File: config.mk
export PLATFORM = sky130hd
export DESIGN_NAME = ctr_priority_sched
export DESIGN_NICKNAME = d
export VERILOG_FILES = /design/src/rtl/ctr_sched_pkg.sv /design/src/rtl/ctr_req_latch.sv /design/src/rtl/ctr_priority_sched.sv
export SDC_FILE = /design/constraint.sdc
export NUM_CORES = 1
export LEC_CHECK = 0
export ABC_AREA = 1
export CAP_MARGIN = 10
export CORE_MARGIN = 2
export CORE_UTILIZATION = 45
export CTS_CLUSTER_SIZE = 25
export DETAILED_ROUTE_END_ITERATION = 6
export PLACE_DENSITY = 0.7
export RECOVER_POWER = 50
export SLEW_MARGIN = 10
export SYNTH_ARGS = -nofsm -noshare
export SYNTH_HDL_FRONTEND = slang
export SYNTH_HIERARCHICAL = 1
export SYNTH_SLANG_ARGS = --single-unit
File: constraint.sdc
create_clock -name clk -period 2.18 [get_ports clk]
set_input_delay 0.654 -clock clk [delete_from_list [all_inputs] [get_ports clk]]
set_output_delay 0.654 -clock clk [all_outputs]
set_load 0.05 [all_outputs]
File: src/rtl/ctr_sched_pkg.sv
// Shared definitions for the counter-request priority scheduler: default
// geometry, channel index names and the scheduler state encoding.
package ctr_sched_pkg;

  // Default geometry: eight counter channels, three-bit channel index.
  localparam int NCH_DEF = 8;
  localparam int CHW_DEF = 3;

  // Channel index assignments.
  localparam int CH_CDUX  = 0;
  localparam int CH_CDUY  = 1;
  localparam int CH_CDUZ  = 2;
  localparam int CH_PIPX  = 3;
  localparam int CH_PIPY  = 4;
  localparam int CH_PIPZ  = 5;
  localparam int CH_SHAFT = 6;
  localparam int CH_TRN   = 7;

  // Scheduler states: wait for a slot, pick a channel, hold the grant.
  typedef enum logic [1:0] {
    ST_IDLE  = 2'd0,
    ST_SEL   = 2'd1,
    ST_GRANT = 2'd2
  } sched_state_t;

endpackage

File: src/rtl/ctr_req_latch.sv
// Per-channel request latch: one plus latch, one minus latch and a sticky
// miss flag.  A plus/minus collision cancels both latches; a request that
// coincides with the ack clear of the same latch keeps the latch set.
module ctr_req_latch (
  input  logic clk,
  input  logic rst_,
  input  logic req_p,
  input  logic req_m,
  input  logic ack_clr_p,
  input  logic ack_clr_m,
  input  logic clr_miss,
  output logic lat_p,
  output logic lat_m,
  output logic miss,
  output logic cancel
);

  logic p_reg, m_reg, miss_reg;
  logic p_keep, m_keep;
  logic p_raw, m_raw;
  logic p_next, m_next, miss_next;
  logic miss_evt;

  // Next-state of the latches: set dominates the ack clear, and a channel
  // whose plus and minus would both be set collapses to empty.
  always_comb begin
    p_keep    = p_reg & ~ack_clr_p;
    m_keep    = m_reg & ~ack_clr_m;
    p_raw     = req_p | p_keep;
    m_raw     = req_m | m_keep;
    cancel    = p_raw & m_raw;
    p_next    = p_raw & ~cancel;
    m_next    = m_raw & ~cancel;
    miss_evt  = (req_p & p_keep) | (req_m & m_keep);
    miss_next = miss_evt | (miss_reg & ~clr_miss);
  end

  // Latch state register.
  always_ff @(posedge clk or negedge rst_) begin
    if (!rst_) begin
      p_reg    <= 1'b0;
      m_reg    <= 1'b0;
      miss_reg <= 1'b0;
    end else begin
      p_reg    <= p_next;
      m_reg    <= m_next;
      miss_reg <= miss_next;
    end
  end

  assign lat_p = p_reg;
  assign lat_m = m_reg;
  assign miss  = miss_reg;

endmodule

File: src/rtl/ctr_priority_sched.sv
// Counter-request priority scheduler.  Latches plus/minus count pulses per
// channel and hands out one grant at a time into counter memory slots:
// IDLE waits for slot_go, SEL picks a channel, GRANT holds it until ack.
// Optional feature: define CTR_SCHED_RR_EN for round-robin selection
// starting after the last granted channel; default is lowest index first.
module ctr_priority_sched
  import ctr_sched_pkg::*;
#(
  parameter int NCH = NCH_DEF,
  parameter int CHW = CHW_DEF
) (
  input  logic           clk,
  input  logic           rst_,
  input  logic [NCH-1:0] req_p,
  input  logic [NCH-1:0] req_m,
  input  logic           slot_go,
  input  logic           inh,
  input  logic           ack,
  input  logic           clr_miss,
  output logic           grant_vld,
  output logic [CHW-1:0] grant_ch,
  output logic           grant_dir,
  output logic [NCH-1:0] pend,
  output logic [NCH-1:0] miss,
  output logic           bothz
);

  sched_state_t   state_reg, state_next;
  logic [NCH-1:0] lat_p, lat_m, cancel;
  logic [NCH-1:0] ack_clr_p, ack_clr_m;
  logic           ack_fire;
  logic           sel_found;
  logic [CHW-1:0] sel_ch;
  logic           sel_dir;
  logic [CHW-1:0] grant_ch_reg;
  logic           grant_dir_reg;
  logic           cxl_reg, cxl_next;
  logic           bothz_reg;

  // A grant whose latch was cancelled meanwhile must not clear anything on
  // ack: a fresh request may have re-set that latch after the cancellation.
  assign ack_fire = (state_reg == ST_GRANT) & ack & ~cxl_reg;

  genvar gi;
  generate
    for (gi = 0; gi < NCH; gi++) begin : g_ch
      assign ack_clr_p[gi] = ack_fire & (grant_ch_reg == CHW'(gi)) & ~grant_dir_reg;
      assign ack_clr_m[gi] = ack_fire & (grant_ch_reg == CHW'(gi)) &  grant_dir_reg;

      ctr_req_latch u_latch (
        .clk       (clk),
        .rst_      (rst_),
        .req_p     (req_p[gi]),
        .req_m     (req_m[gi]),
        .ack_clr_p (ack_clr_p[gi]),
        .ack_clr_m (ack_clr_m[gi]),
        .clr_miss  (clr_miss),
        .lat_p     (lat_p[gi]),
        .lat_m     (lat_m[gi]),
        .miss      (miss[gi]),
        .cancel    (cancel[gi])
      );
    end
  endgenerate

  assign pend = lat_p | lat_m;

`ifdef CTR_SCHED_RR_EN
  logic [CHW-1:0] rr_ptr_reg;

  // Round-robin pick: first pending channel at or after the pointer.
  always_comb begin
    int idx;
    idx       = 0;
    sel_found = 1'b0;
    sel_ch    = '0;
    for (int k = 0; k < NCH; k++) begin
      idx = (int'(rr_ptr_reg) + k) % NCH;
      if (!sel_found && pend[idx]) begin
        sel_found = 1'b1;
        sel_ch    = CHW'(idx);
      end
    end
  end

  // Pointer advances to the channel after each registered grant.
  always_ff @(posedge clk or negedge rst_) begin
    if (!rst_) begin
      rr_ptr_reg <= '0;
    end else if (state_reg == ST_SEL && sel_found) begin
      rr_ptr_reg <= (sel_ch == CHW'(NCH - 1)) ? '0 : sel_ch + CHW'(1);
    end
  end
`else
  // Fixed priority pick: lowest-index pending channel wins.
  always_comb begin
    sel_found = 1'b0;
    sel_ch    = '0;
    for (int k = NCH - 1; k >= 0; k--) begin
      if (pend[k]) begin
        sel_found = 1'b1;
        sel_ch    = CHW'(k);
      end
    end
  end
`endif

  // Minus direction only when the minus latch alone is set.
  assign sel_dir = lat_m[sel_ch] & ~lat_p[sel_ch];

  // Next-state logic; also tracks whether the granted latch got cancelled.
  always_comb begin
    state_next = state_reg;
    cxl_next   = cxl_reg;
    case (state_reg)
      ST_IDLE: begin
        cxl_next = 1'b0;
        if (slot_go && !inh && (|pend)) begin
          state_next = ST_SEL;
        end
      end
      ST_SEL: begin
        // A cancellation during SEL can empty every latch; then give the
        // slot back rather than grant a channel with nothing pending.
        if (sel_found) begin
          state_next = ST_GRANT;
          cxl_next   = cancel[sel_ch];
        end else begin
          state_next = ST_IDLE;
          cxl_next   = 1'b0;
        end
      end
      ST_GRANT: begin
        if (ack) begin
          state_next = ST_IDLE;
          cxl_next   = 1'b0;
        end else begin
          cxl_next = cxl_reg | cancel[grant_ch_reg];
        end
      end
      default: begin
        state_next = ST_IDLE;
        cxl_next   = 1'b0;
      end
    endcase
  end

  // State, grant and cancellation-pulse registers.
  always_ff @(posedge clk or negedge rst_) begin
    if (!rst_) begin
      state_reg     <= ST_IDLE;
      cxl_reg       <= 1'b0;
      grant_ch_reg  <= '0;
      grant_dir_reg <= 1'b0;
      bothz_reg     <= 1'b0;
    end else begin
      state_reg <= state_next;
      cxl_reg   <= cxl_next;
      bothz_reg <= |cancel;
      if (state_reg == ST_SEL && sel_found) begin
        grant_ch_reg  <= sel_ch;
        grant_dir_reg <= sel_dir;
      end
    end
  end

  assign grant_vld = (state_reg == ST_GRANT);
  assign grant_ch  = grant_ch_reg;
  assign grant_dir = grant_dir_reg;
  assign bothz     = bothz_reg;

endmodule

==> metrics.sh, run 1 <==
REG2REG_TO='cxl_reg$_DFF_PN0_'
COMB_SHARE=0.375
BUFFER_PORTS.INSERTED=43
PLACED_CELL_AREA_MM2=0.00288
CPMAXSTAGEDELAYCELL='sky130_fd_sc_hd__clkdlybuf4s50_1'
CLK_LATENCY_NS=0.28
RESULT_OF_THE_RUN='finished, final reports clean'
POWER.DENSITY_CELL_AREA_mW_PER_MM2=869
NFILLCELLS=443
DRTITER0DRC=118
ROUTED_VIA_DENSITY=4.84
LAY_TOP_CELLS='sky130_fd_sc_hd__nand2_1, sky130_fd_sc_hd__inv_1, sky130_fd_sc_hd__buf_4, sky130_fd_sc_hd__nor2_1, sky130_fd_sc_hd__nand3_1'
YOSYSTOPAREACELL='sky130_fd_sc_hd__dfrtp_1'
POWER.SEQUENTIAL.FRACTION=0.307
FINISH.INSTANCE_AREA_MM2=0.00305
EDF_COUNT=0
POST_SYNTH_MUX_AREA_SHARE=0
P_SEQ_W=0.000813
IRDROPWORSTVDD_mV=0.430
WP_DATA_ARRIVAL_NS=1.45
SETUP_VIOL=0
POST_SYNTH_MAIN_LOGIC_FAMILY='simple AND/OR/NAND/NOR gates'
DRIVE_GT1_FRAC=0.227
ANTENNA_FOUND_INITIAL=0
SYN_AREA_MM2=0.00217
SYNTHAOIAREAFRAC=0.0715
CORE_MM2=0.00469
SYN-MEAN-INSTANCE-AREA_UM2=6.34
ENDPOINT='miss[4]'
CPPEAKSTAGEDELAY_NS=0.81
SYNTH.YOSYS.NUM_CELLS=342
DETAIL_ROUTE.FIRST_PASS.ITERATIONS=4
CHIP_AREA_MM2=0.00539
N_DIODES=0
CLOCK_TRANSITION_TIME_AT_THE_FLIP_FLOP_CLOCK_PINS_OF_THE_WORST_SETUP_AND_HOLD_PATHS_NS=0.07
SIMPLE_GATE_SHARE=0.402
MET2ROUTEDLENGTH_MM=2.66
P_LEAK_nW=1.59
SYNTH_TOP_FLOP_CELL='sky130_fd_sc_hd__dfrtp_1'
GLOBAL_ROUTE_WIRE_LENGTH_BEFORE_REPAIR_MM=9.43
SYNTH_CELL_TYPES=23
TIMING_WORST_SLEW_PIN_VALUE_NS=0.824
PERIOD_USED_SHARE=0.965
PLACEMENTROWS=25
DRT.ANTENNA.VIOLATING_NETS=0
LAYOUT.NONCLK_BUF_FRAC=0.215
NETLIST_INSTANCES=342
MAX_CAP_VIOLATIONS=0
GR-USAGE-MET3=0.0384
FINAL_UTIL=0.649
SYNTH_NETS=367
TIMING.FINAL.HOLD_VIOLATIONS=0
FIN_WS_NS=0.0769
CTSLONGESTPATHBUFFERS=2
SYNTHXORXNORAREAFRAC=0
HOLDCRITPATHCLASS='reg2reg'
NETS=451
DPL.HPWL_MM=4.32
TIMING.FMAX_MHz=476
YS_TOP_CELLS_BY_AREA='sky130_fd_sc_hd__dfrtp_1, sky130_fd_sc_hd__nand2_1, sky130_fd_sc_hd__inv_1'
MIN_DELAY_WORST_ENDPOINT='g_ch[5].u_latch/miss$_DFF_PN0_'
ROUTE.LAYER.MET1.WL_MM=2.50
CELLINTERNALPOWER_W=0.00142
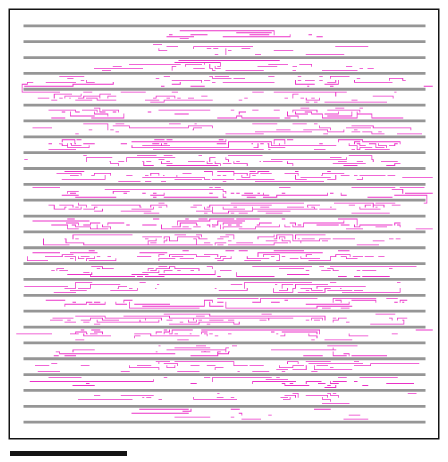
**Above:** run 1 (the metal 1 layer).
The bar under the picture is 20 um long. Supply wires on this layer in grey.
longest straight run: 22.1 um
main direction: horizontal
wire length on this layer: 2,500 um
nets with wire on the layer: 404
met1 routing resource usage after global routing: 0.292
Routed WL: 5.57 mm
total number of vias: 2,327

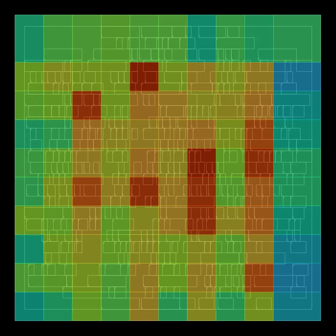
**Above:** run 1 (track usage over the die).
routed length per placed instance: 11.6 um
met2 global-route usage: 0.393

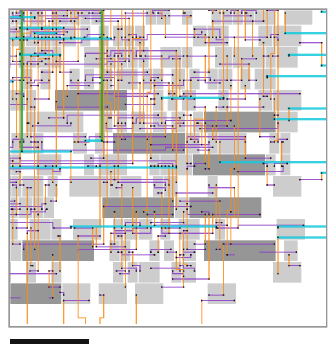
**Above:** run 1 (a small window of the routed layout).
The bar under the picture is 10 um long. Window x 33 to 73, y 0 to 40 um. Cells in grey, sequential cells in the stronger grey; small squares are vias.
| layer | colour |
|---|---|
| metal 2 | orange |
| metal 4 | green |
| metal 1 | purple |
| metal 3 | cyan |
sequential cells in the window: 9
most frequent: nand2_1 (36), inv_1 (21), nand3_1 (15)
cells with their middle in the window: 145
netlist names of flops here include: g_ch.u_latch/miss (4), g_ch.u_latch/lat_m (2), g_ch.u_latch/lat_p (2)

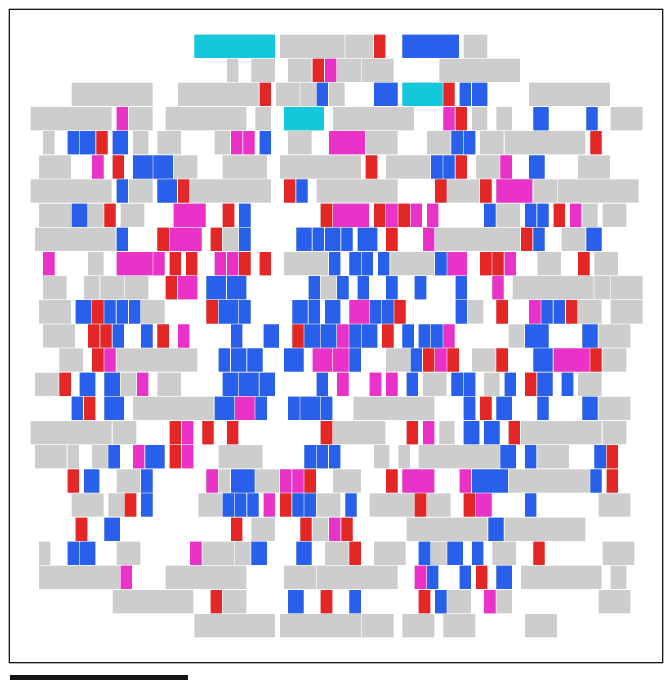
**Above:** run 1 (gate-type map).
The bar under the picture is 20 um long.
| family | colour | cells |
|---|---|---|
| nand cells | blue | 143 |
| fa/ha/maj cells | cyan | 3 |
| inv cells | red | 77 |
| nor cells | magenta | 57 |
final std cells w/o fill: 481
most instantiated logic cell after routing: sky130_fd_sc_hd__nand2_1

**Run 1: signal wires on met3**

The bar under the picture is 20 um long. Cells faint in the background.
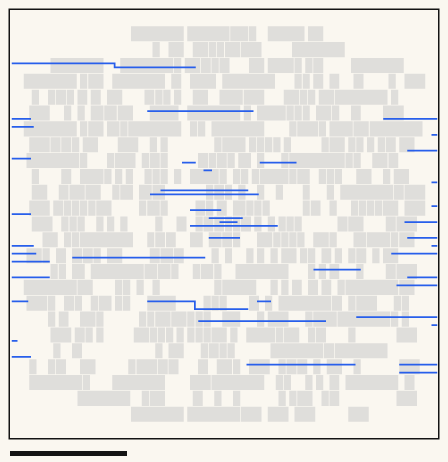

==> run 2, diff against run 1 <==
--- a/config.mk
+++ b/config.mk
@@ -11,7 +11,7 @@
 export CORE_UTILIZATION = 45
 export CTS_CLUSTER_SIZE = 25
 export DETAILED_ROUTE_END_ITERATION = 6
-export PLACE_DENSITY = 0.7
+export PLACE_DENSITY = 0.71
 export RECOVER_POWER = 50
 export SLEW_MARGIN = 10
 export SYNTH_ARGS = -nofsm -noshare
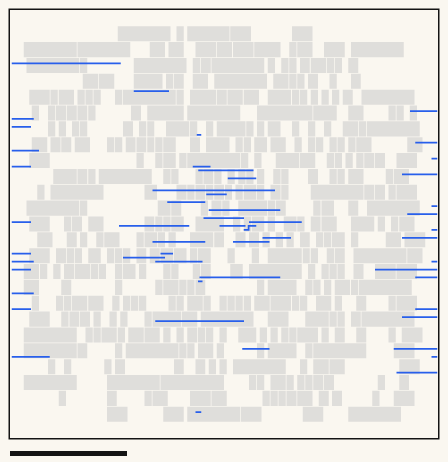
**Above:** run 2 (signal wires on met3).
The bar under the picture is 20 um long. Cells faint in the background.
wire length on this layer: 290 um
nets with wire on the layer: 43
longest straight run: 20.7 um
share of all routed wire: 5.0%
Routed WL: 5.80 mm
total number of vias: 2,368
met3 Track Usage GR: 0.0412

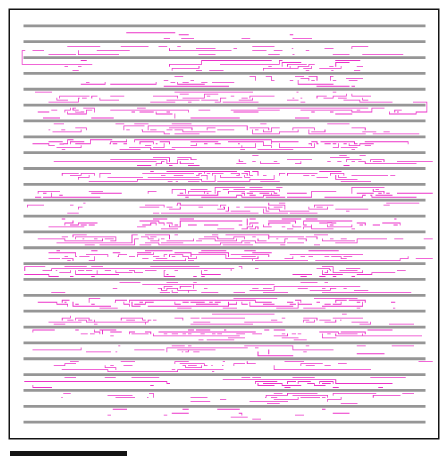
**Above:** run 2 (the metal 1 layer).
The bar under the picture is 20 um long. Supply wires on this layer in grey.
share of all routed wire: 45%
longest straight run: 31.3 um
nets with wire on the layer: 407
wire length on this layer: 2,600 um
main direction: horizontal
met1 routing resource usage after global routing: 0.283

==> run 2 against run 1 <==
  * Synthesized cell count did not move
  * Largest cell class unchanged
  * Combinational power rose by 4%
  * Highest routed layer unchanged
  * Critical path type unchanged
  * Clock skew rose by 0.0077 ns
==> metrics.sh, run 2 <==
IRDROPWORSTVDD_mV=0.482  # +12%
SYN-MEAN-INSTANCE-AREA_UM2=6.34  # unchanged
CTSLONGESTPATHBUFFERS=2  # unchanged
POWER.SEQUENTIAL.FRACTION=0.286  # -0.021
BUFFER_PORTS.INSERTED=43  # unchanged
SYNTH_TOP_FLOP_CELL='sky130_fd_sc_hd__dfrtp_1'
EDF_COUNT=0  # unchanged
FIN_WS_NS=0.0817  # +0.00475 ns
SYNTHAOIAREAFRAC=0.0715  # unchanged
P_LEAK_nW=1.63  # +2.8%
POST_SYNTH_MAIN_LOGIC_FAMILY='simple AND/OR/NAND/NOR gates'
FLOORPLAN.CORE_UTIL=0.462
SYNTH_CELL_TYPES=23  # unchanged
CORE_MM2=0.00469  # unchanged
YS_TOP_CELLS_BY_AREA='sky130_fd_sc_hd__dfrtp_1, sky130_fd_sc_hd__nand2_1, sky130_fd_sc_hd__inv_1'
HOLDWS_NS=0.496
PERIOD_USED_SHARE=0.963  # -0.00218
FINAL_COMMON_CELL='sky130_fd_sc_hd__nand2_1'
SETUP_VIOL=0  # unchanged
SYN_AREA_MM2=0.00217  # unchanged
REG2REG_TO='cxl_reg$_DFF_PN0_'
NETLIST_INSTANCES=342  # unchanged
POWER.DENSITY_CELL_AREA_mW_PER_MM2=925  # +6.4%
HOLDCRITPATHCLASS='reg2reg'
CLK_LATENCY_NS=0.29  # about the same
TIMING.FMAX_MHz=477  # +0.23%
N_DIODES=0  # unchanged
FINISH.INSTANCE_AREA_MM2=0.00311  # +2.0%
NETS=453  # +0.44%
MET2ROUTEDLENGTH_MM=2.79  # +4.7%
DRIVE_GT1_FRAC=0.231  # +0.00360
WL_PER_CELL_UM=12.0  # +3.7%
LAY_TOP_CELLS='sky130_fd_sc_hd__nand2_1, sky130_fd_sc_hd__inv_1, sky130_fd_sc_hd__buf_4, sky130_fd_sc_hd__nor2_1, sky130_fd_sc_hd__nand3_1'
DRTITER0DRC=95  # -19%
CPPEAKSTAGEDELAY_NS=0.80  # about the same
DPL.HPWL_MM=4.36  # +0.90%
MIN_DELAY_WORST_ENDPOINT='g_ch[2].u_latch/miss$_DFF_PN0_'
ROUTE.LAYER.MET1.WL_MM=2.60  # +4.1%
PATH_MAX_FANOUT=2
RESULT_OF_THE_RUN='finished, final reports clean'
FINAL_UTIL=0.662  # +0.0128
CHIP_AREA_MM2=0.00539  # unchanged
MAX_CAP_VIOLATIONS=0  # unchanged
SWITCHING_POWER_W=0.00127
ENDPOINT='miss[6]'
NFILLCELLS=440  # -0.68%
PLACED_CELL_AREA_MM2=0.00289  # +0.43%
GROUTE.LAYER.MET2.USAGE=0.406  # +0.0130
GLOBAL_ROUTE_WIRE_LENGTH_BEFORE_REPAIR_MM=9.62  # +2.0%
LAYOUT.NONCLK_BUF_FRAC=0.218  # +0.00269
SIMPLE_GATE_SHARE=0.402  # unchanged
TIMING.FINAL.HOLD_VIOLATIONS=0  # unchanged
WP_DATA_ARRIVAL_NS=1.44  # about the same
SYNTHXORXNORAREAFRAC=0  # unchanged
SYNTH.YOSYS.NUM_CELLS=342  # unchanged
CLOCK_TRANSITION_TIME_AT_THE_FLIP_FLOP_CLOCK_PINS_OF_THE_WORST_SETUP_AND_HOLD_PATHS_NS=0.07  # about the same
TIMING_WORST_SLEW_PIN_VALUE_NS=0.853  # +0.0289 ns
**Run 2: track usage over the die**

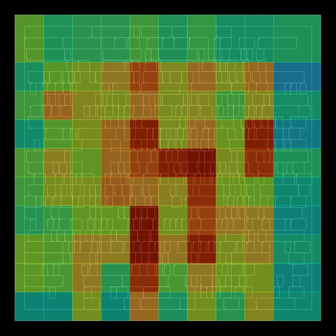

==> run 3, diff against run 2 <==
--- a/config.mk
+++ b/config.mk
@@ -6,15 +6,14 @@
 export NUM_CORES = 1
 export LEC_CHECK = 0
 export ABC_AREA = 1
-export CAP_MARGIN = 10
+export CAP_MARGIN = 40
 export CORE_MARGIN = 2
 export CORE_UTILIZATION = 45
 export CTS_CLUSTER_SIZE = 25
 export DETAILED_ROUTE_END_ITERATION = 6
-export PLACE_DENSITY = 0.71
+export PLACE_DENSITY = 0.72
 export RECOVER_POWER = 50
 export SLEW_MARGIN = 10
 export SYNTH_ARGS = -nofsm -noshare
 export SYNTH_HDL_FRONTEND = slang
-export SYNTH_HIERARCHICAL = 1
 export SYNTH_SLANG_ARGS = --single-unit
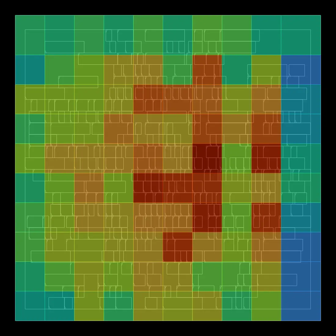
**Above:** run 3 (track usage over the die).
met3 Track Usage GR: 0.0506
met1 routing resource usage after global routing: 0.297
most crowded layer after global routing: met2
met2 global-route usage: 0.364

==> run 3 against run 2 <==
  * Hold slack got worse by 0.0024 ns
  * Final area is 11% lower
  * Sequential share of layout area increased by 3.2 points
  * Sequential cell count unchanged
  * Non-clock buffer count decreased by 9
  * Routed wire length is 7.4% lower
  * Area after synthesis is 5.9% lower
==> metrics.sh, run 3 <==
DRIVE_GT1_FRAC=0.217  # -0.0139
ENDPOINT='miss[2]'
WORSTPATHCELLLIST='clkdlybuf4s50_1'
SETUP.WORST_PATH.END_CLASS='output pin'
HOLDWS_NS=0.493  # -0.00239 ns
CORE_MM2=0.00435  # -7.2%
CRITICAL_PATH.STARTPOINT='g_ch[2].u_latch.miss$_DFF_PN0_'
IRDROPWORSTVDD_mV=0.391  # -19%
DRC_ERRORS=0
LAYOUT.AREA.TOP_CLASS='combinational gates'
TIMING.FINAL.HOLD_VIOLATIONS=0  # unchanged
REG2REG_TO='cxl_reg$_DFF_PN0_'
VERTICAL_DIE_DIMENSION_UM=71.4
ROUTE.LAYER.MET1.WL_MM=2.44  # -6.5%
FINAL_COMMON_CELL='sky130_fd_sc_hd__nand2_1'
FINAL_UTIL=0.634  # -0.0277
WP_DATA_ARRIVAL_NS=1.44  # about the same
GRT_MAX_DEGREE=33
YS_TOP_CELLS_BY_AREA='sky130_fd_sc_hd__dfrtp_1, sky130_fd_sc_hd__nand2_1, sky130_fd_sc_hd__nand3_1'
POWER.SEQUENTIAL.FRACTION=0.322  # +0.036
N_DIODES=0  # unchanged
WL_PER_CELL_UM=13.2  # +9.9%
SYN_AREA_MM2=0.00204  # -5.9%
TAPS=52
SYN-MEAN-INSTANCE-AREA_UM2=7.16  # +13%
POST_SYNTH_MUX_AREA_SHARE=0
NFILLCELLS=401  # -8.9%
SYNTHXORXNORAREAFRAC=0  # unchanged
GLOBAL_ROUTE_WIRE_LENGTH_BEFORE_REPAIR_MM=8.96  # -6.8%
DPL.HPWL_MM=4.16  # -4.6%
MET2ROUTEDLENGTH_MM=2.46  # -12%
FIN_WS_NS=0.0894  # +0.00767 ns
SYNTH_TOP_FLOP_CELL='sky130_fd_sc_hd__dfrtp_1'
SYNTH_CELL_TYPES=24  # +4.3%
FLOORPLAN.CORE_UTIL=0.469  # +0.00657
HOLDCRITPATHCLASS='reg2reg'
RR_WORST_DEPTH=16
PERIOD_USED_SHARE=0.959  # -0.00352
TIMING.FMAX_MHz=478  # +0.37%
NETLIST_INSTANCES=285  # -17%
BUFFER_PORTS.INSERTED=43  # unchanged
MAX_CAP_VIOLATIONS=0  # unchanged
LAY_TOP_CELLS='sky130_fd_sc_hd__nand2_1, sky130_fd_sc_hd__inv_1, sky130_fd_sc_hd__nand3_1, sky130_fd_sc_hd__buf_4, sky130_fd_sc_hd__dfrtp_1'
PATH_MAX_FANOUT=2  # unchanged
SIMPLE_GATE_SHARE=0.360  # -0.0423
FINAL_CELL_COUNT_NO_FILL=407
SWITCHING_POWER_W=0.00122  # -4.4%
RESULT_OF_THE_RUN='finished, final reports clean'
TIMING_WORST_SLEW_PIN_VALUE_NS=0.806  # -0.0473 ns
ROUTED_VIA_DENSITY=5.23
MIN_DELAY_WORST_ENDPOINT='g_ch[4].u_latch.miss$_DFF_PN0_'
SETUP_VIOL=0  # unchanged
DRTITER0DRC=149  # +57%
SYNTH.YOSYS.NUM_CELLS=285  # -17%
CHIP_AREA_MM2=0.00509  # -5.6%
CPPEAKSTAGEDELAY_NS=0.80  # about the same
P_LEAK_nW=1.40  # -14%
LAYOUT.NONCLK_BUF_FRAC=0.222  # +0.00491
FINISH.INSTANCE_AREA_MM2=0.00276  # -11%
SYNTHAOIAREAFRAC=0.107  # +0.0357
PLACED_CELL_AREA_MM2=0.00265  # -8.2%
CLK_LATENCY_NS=0.28  # about the same
POWER.DENSITY_CELL_AREA_mW_PER_MM2=944  # +2.1%
CTSLONGESTPATHBUFFERS=2  # unchanged
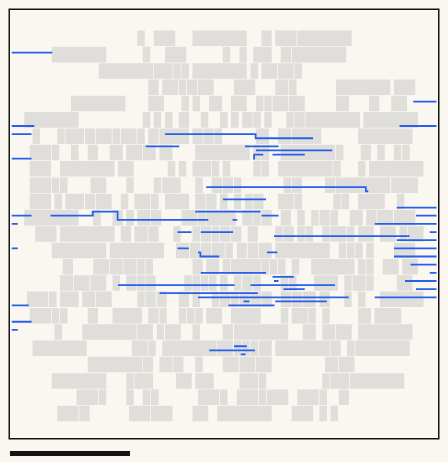
**Above:** run 3 (signal wires on met3).
The bar under the picture is 20 um long. Cells faint in the background.
share of all routed wire: 7.1%
nets with wire on the layer: 45
main direction: horizontal
wire length on this layer: 383 um
Routed WL: 5.37 mm
total number of vias: 2,128

Power figures rest on the tool's default switching activity, not on a simulated workload.
